File: config.mk
export PLATFORM = sky130hd
export DESIGN_NAME = result_tx
export DESIGN_NICKNAME = d
export VERILOG_FILES = /design/src/rtl/result_tx_pkg.sv /design/src/rtl/hex_ascii.sv /design/src/rtl/result_tx.sv
export SDC_FILE = /design/constraint.sdc
export NUM_CORES = 1
export LEC_CHECK = 0
export ABC_AREA = 0
export CAP_MARGIN = 20
export CORE_ASPECT_RATIO = 1.75
export CORE_MARGIN = 5
export CORE_UTILIZATION = 30
export CTS_BUF_LIST = sky130_fd_sc_hd__clkbuf_16
export CTS_CLUSTER_DIAMETER = 40
export DETAILED_ROUTE_END_ITERATION = 10
export DONT_BUFFER_PORTS = 1
export PLACE_DENSITY = 0.4
export SLEW_MARGIN = 30
export SYNTH_ARGS = -nofsm -noshare
export SYNTH_HDL_FRONTEND = slang
export SYNTH_SLANG_ARGS = --single-unit
File: constraint.sdc
create_clock -name hz100 -period 3.65 [get_ports hz100]
set_input_delay 0.73 -clock hz100 [delete_from_list [all_inputs] [get_ports hz100]]
set_output_delay 0.73 -clock hz100 [all_outputs]
set_load 0.01 [all_outputs]
File: src/rtl/result_tx_pkg.sv
// -----------------------------------------------------------------------------
// result_tx_pkg
// Shared types and constants for the result transmitter.
//   state_t          : transmitter FSM states
//   ASCII_*          : byte constants used when building the output frame
//   nibble_to_ascii  : 4-bit value to upper-case hex ASCII character
// -----------------------------------------------------------------------------
package result_tx_pkg;

  typedef enum logic [1:0] {
    IDLE = 2'd0,
    SEND = 2'd1,
    GAP  = 2'd2,
    DONE = 2'd3
  } state_t;

  localparam logic [7:0] ASCII_CR = 8'h0D;
  localparam logic [7:0] ASCII_LF = 8'h0A;
  localparam logic [7:0] ASCII_0  = 8'h30;
  localparam logic [7:0] ASCII_A  = 8'h41;

  // Digits 0-9 start at '0'; 10-15 are offset from 'A' so only upper case is produced.
  function automatic logic [7:0] nibble_to_ascii(input logic [3:0] nibble);
    logic [7:0] wide;
    wide = {4'b0000, nibble};
    if (nibble < 4'd10) begin
      return ASCII_0 + wide;
    end
    return ASCII_A + (wide - 8'd10);
  endfunction

endpackage

File: src/rtl/hex_ascii.sv
// -----------------------------------------------------------------------------
// hex_ascii
// Combinational converter from one hex nibble to its upper-case ASCII code.
// Ports:
//   nibble : input  [3:0] value 0-15
//   ascii  : output [7:0] '0'-'9' or 'A'-'F'
// -----------------------------------------------------------------------------
module hex_ascii
  import result_tx_pkg::*;
(
  input  logic [3:0] nibble,
  output logic [7:0] ascii
);

  always_comb begin
    ascii = nibble_to_ascii(nibble);
  end

endmodule

File: src/rtl/result_tx.sv
// -----------------------------------------------------------------------------
// result_tx
// Sends a latched binary value as upper-case hex ASCII, most significant digit
// first, optionally followed by CR LF, one byte per txclk strobe.
// Parameters:
//   DIGITS    : number of hex digits; value is 4*DIGITS bits wide
//   SEND_CRLF : 1 appends 0x0D 0x0A after the digits
// Ports:
//   hz100   : input      clock, rising edge
//   reset   : input      synchronous active-high reset
//   start   : input      send request, honoured only while idle
//   value   : input      value to send, captured on an accepted start
//   txready : input      sink can take a byte
//   txdata  : output [7:0] current byte (registered)
//   txclk   : output     one-cycle strobe, sink takes txdata while high (registered)
//   busy    : output     high while a frame is in progress
//   done    : output     one-cycle pulse after the final byte
// -----------------------------------------------------------------------------
module result_tx
  import result_tx_pkg::*;
#(
  parameter int DIGITS    = 4,
  parameter int SEND_CRLF = 1
) (
  input  logic                  hz100,
  input  logic                  reset,
  input  logic                  start,
  input  logic [4*DIGITS-1:0]   value,
  input  logic                  txready,
  output logic [7:0]            txdata,
  output logic                  txclk,
  output logic                  busy,
  output logic                  done
);

  localparam int N     = DIGITS + 2 * SEND_CRLF;
  localparam int IDX_W = (N > 1) ? $clog2(N) : 1;
  localparam int VW    = 4 * DIGITS;

  state_t           state;
  state_t           state_next;
  logic [IDX_W-1:0] idx;
  logic [VW-1:0]    latched;

  logic             last_byte;
  int               sel_k;
  logic [VW-1:0]    src;
  logic [3:0]       nibble;
  logic [7:0]       digit_ascii;
  logic [7:0]       next_byte;

  assign last_byte = (idx == IDX_W'(N - 1));

  // The byte to load next is byte 0 of the incoming value when idle, otherwise
  // the byte after the current index taken from the latched copy.
  always_comb begin
    sel_k  = 0;
    src    = latched;
    nibble = 4'h0;
    if (state == IDLE) begin
      sel_k = 0;
      src   = value;
    end else begin
      sel_k = int'(idx) + 1;
      src   = latched;
    end
    for (int i = 0; i < DIGITS; i++) begin
      if (i == sel_k) begin
        nibble = src[4*(DIGITS-1-i) +: 4];
      end
    end
  end

  hex_ascii u_hex_ascii (
    .nibble (nibble),
    .ascii  (digit_ascii)
  );

  // Bytes past the digits are the line terminator, CR first.
  always_comb begin
    next_byte = digit_ascii;
    if (sel_k >= DIGITS) begin
      next_byte = (sel_k == DIGITS) ? ASCII_CR : ASCII_LF;
    end
  end

  // State register.
  always_ff @(posedge hz100) begin
    if (reset) begin
      state <= IDLE;
    end else begin
      state <= state_next;
    end
  end

  // Next-state logic. txready is only looked at while a byte is waiting in SEND.
  always_comb begin
    state_next = state;
    unique case (state)
      IDLE:    if (start) state_next = SEND;
      SEND:    if (txready) state_next = GAP;
      GAP:     state_next = last_byte ? DONE : SEND;
      DONE:    state_next = IDLE;
      default: state_next = IDLE;
    endcase
  end

  // Datapath registers: latched value, byte index, outgoing byte and strobe.
  // txclk is set on the same edge the FSM enters GAP, so it is high exactly
  // for the GAP cycle and can never be high twice in a row.
  always_ff @(posedge hz100) begin
    if (reset) begin
      txdata  <= 8'h00;
      txclk   <= 1'b0;
      idx     <= '0;
      latched <= '0;
    end else begin
      txclk <= 1'b0;
      unique case (state)
        IDLE: begin
          if (start) begin
            latched <= value;
            txdata  <= next_byte;
            idx     <= '0;
          end
        end
        SEND: begin
          if (txready) begin
            txclk <= 1'b1;
          end
        end
        GAP: begin
          if (!last_byte) begin
            idx    <= idx + IDX_W'(1);
            txdata <= next_byte;
          end
        end
        default: begin
        end
      endcase
    end
  end

  // Status outputs decoded from the state register.
  always_comb begin
    busy = 1'b0;
    done = 1'b0;
    unique case (state)
      SEND, GAP: busy = 1'b1;
      DONE:      done = 1'b1;
      default: begin
      end
    endcase
  end

endmodule
Sequential cells colored by netlist name:
The bar under the picture is 20 um long. Other sequential cells in the stronger gray, the rest of the logic in the fainter gray.
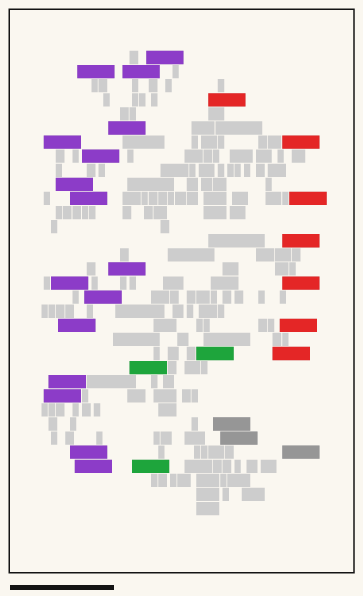
color	signal	placed flops
purple	latched	16
green	idx	3
red	txdata	7
not colored	3

==> summary.rpt <==
=== SYNTHESIS / PLACE & ROUTE SUMMARY ===
----------------------------------------------------
[CTS]
  Deepest level of the CTS H-tree ........................ 2
  Later-pin clock latency in the skew report ........................ 0.27 ns
  Post-CTS Setup Inserts ........................ 0
  Maximum buffer depth of the clock tree ........................ 2
  Num CTS Buffers ........................ 5

[Timing]
  Max-slew headroom ........................ 61.3%
  Summed negative setup slack over all endpoints ........................ 0 ns
  Final hold viol count ........................ 0
  Share of the cycle needed by the critical path after routing ........................ 83.3%

[Detailed routing]
  WL met2 ........................ 2.09 mm
  WL final ........................ 4.01 mm
  First DRT Iteration DRCs ........................ 37
  Wire length the detailed router placed on met1 ........................ 1.57 mm
  Via/cell ratio ........................ 4.90

[Finish]
  Final instance area ........................ 1870 sq um
  Fraction of area in registers ........................ 31.0%
  Signed area change from the synthesized netlist to the final layout ........................ 12.7%
  Layout cell share with drive strength beyond 1 ........................ 9.45%
  Layout non-clock buf frac ........................ 0.401%
  Register containing the most flip-flops in the final layout ........................ latched
  Non-clock buffers ........................ 1
  Area taken by multi-input logic gates ........................ 1000 sq um
  Fin util ........................ 34.1%
  Layout fillers ........................ 628
  Max-area cell class ........................ multi-input combinational cells
  Diode insertion count for antenna repair ........................ 0

[Floorplan]
  Initial core utilization ........................ 30.2%
  Overall die width ........................ 66.3 um
  Die span in y ........................ 108 um

[Min path]
  Hold crit path type ........................ reg2reg
  Min-Delay Endpoint ........................ latched[13]
  Launch instance of the worst min-delay path ........................ latched[13]

[Synth]
  FFs w/ async S/R, synth ........................ 0%
  Top-area cell type share of the netlist area ........................ 34.9%
  Cells taking the most area after synthesis ........................ dfxtp_1 35%, nand2_1 9.9%, ha_1 8.3%
  Cell types with the highest counts after synthesis ........................ 44 x nand2_1, 29 x dfxtp_1, 27 x a21oi_1
  Cell with the most instances after synthesis ........................ nand2_1
  Arithmetic-cell share of the synthesized area counting full adders, half adders and majority gates ........................ 8.28%
  Cell Area, Synth ........................ 1660 sq um
  Leading register cell type out of synthesis ........................ dfxtp_1
  Syn_area_per_cell ........................ 8.19 sq um
  Number of warnings reported in the yosys synthesis log ........................ 0
  Sequential share of the synthesized area ........................ 34.9%
  Unique cell types ........................ 49
  Cell count listed in synth_stat.txt ........................ 203
  Flops out of synthesis ........................ 29

[GRT]
  Pin count of the biggest net entering global routing ........................ 31
  Met1 track demand over resource ........................ 12.9%
  Wire length of the first global-routing pass ........................ 6.62 mm
  Met3 demand-to-capacity share in global routing ........................ 3.95%
  Met2 Usage GRT ........................ 21.0%
  Number of global-route vias before repair ........................ 1393

[Power]
  Proportion of total power due to net switching ........................ 39.4%
  Power per cell area ........................ 897 nW/um^2
  Internal cell power ........................ 1.02 mW
  Clock network fraction of design power ........................ 27.3%
  Logic gate share of total power ........................ 45.6%
  Net Switching ........................ 0.661 mW

[Worst setup path]
  Most frequent cell on the critical path ........................ ha_1
  Start point of the critical path ........................ idx[1]
  Start-to-end type of the worst setup path ........................ reg2reg
  Total number of cells along the worst setup path ........................ 14
  Worst reg2reg endpoint ........................ txdata[4]
  Critical path startpoint category ........................ flip-flop

[Place]
  Final weighted congestion of routability-driven global placement ........................ 0.761
  Count of buffers from port buffering ........................ 0

[Outcome]
  Result of the run ........................ complete, no violations

----------------------------------------------------
Logic cells by family:
The bar under the picture is 20 um long.
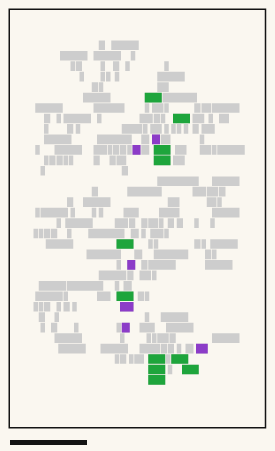
color	family	cells
green	adder and majority cells	11
purple	AND and OR gates	6
share of the final layout cell area in multi-input gates: 53.6%
Final Non-Filler Cells: 277
Commonest Layout Cell: nand2_1

-- power by group through the flow --
stage	clock, mW	sequential (mW)	combinational [mW]
finish	0.458	0.454	0.766
global route	0.485	0.465	0.872
global placement	0	0.461	0.763
floorplan	0	0.447	0.633
detailed placement	0	0.463	0.774
CTS	0.472	0.456	0.779
-- cell usage in the layout, fill, tap and decap left out, types with 4 or more instances in the layout --
cell and count:
nor3_1 4, nor2_1 19, nand2_1 44, dfxtp_1 29, clkbuf_16 5, ha_1 11
mux2i_1 5, o21ai_0 5, a21oi_1 27, inv_1 6
-- cells by family after synthesis --
group,Yosys count
and+or+nand+nor,86
AOI/OAI and AO/OA,47
DFF,29
buffers and inverters,17
adders and majority gates,11
muxes,9
xor gates and xnor gates,3
other,1
Power is estimated from default activity; no workload was simulated.
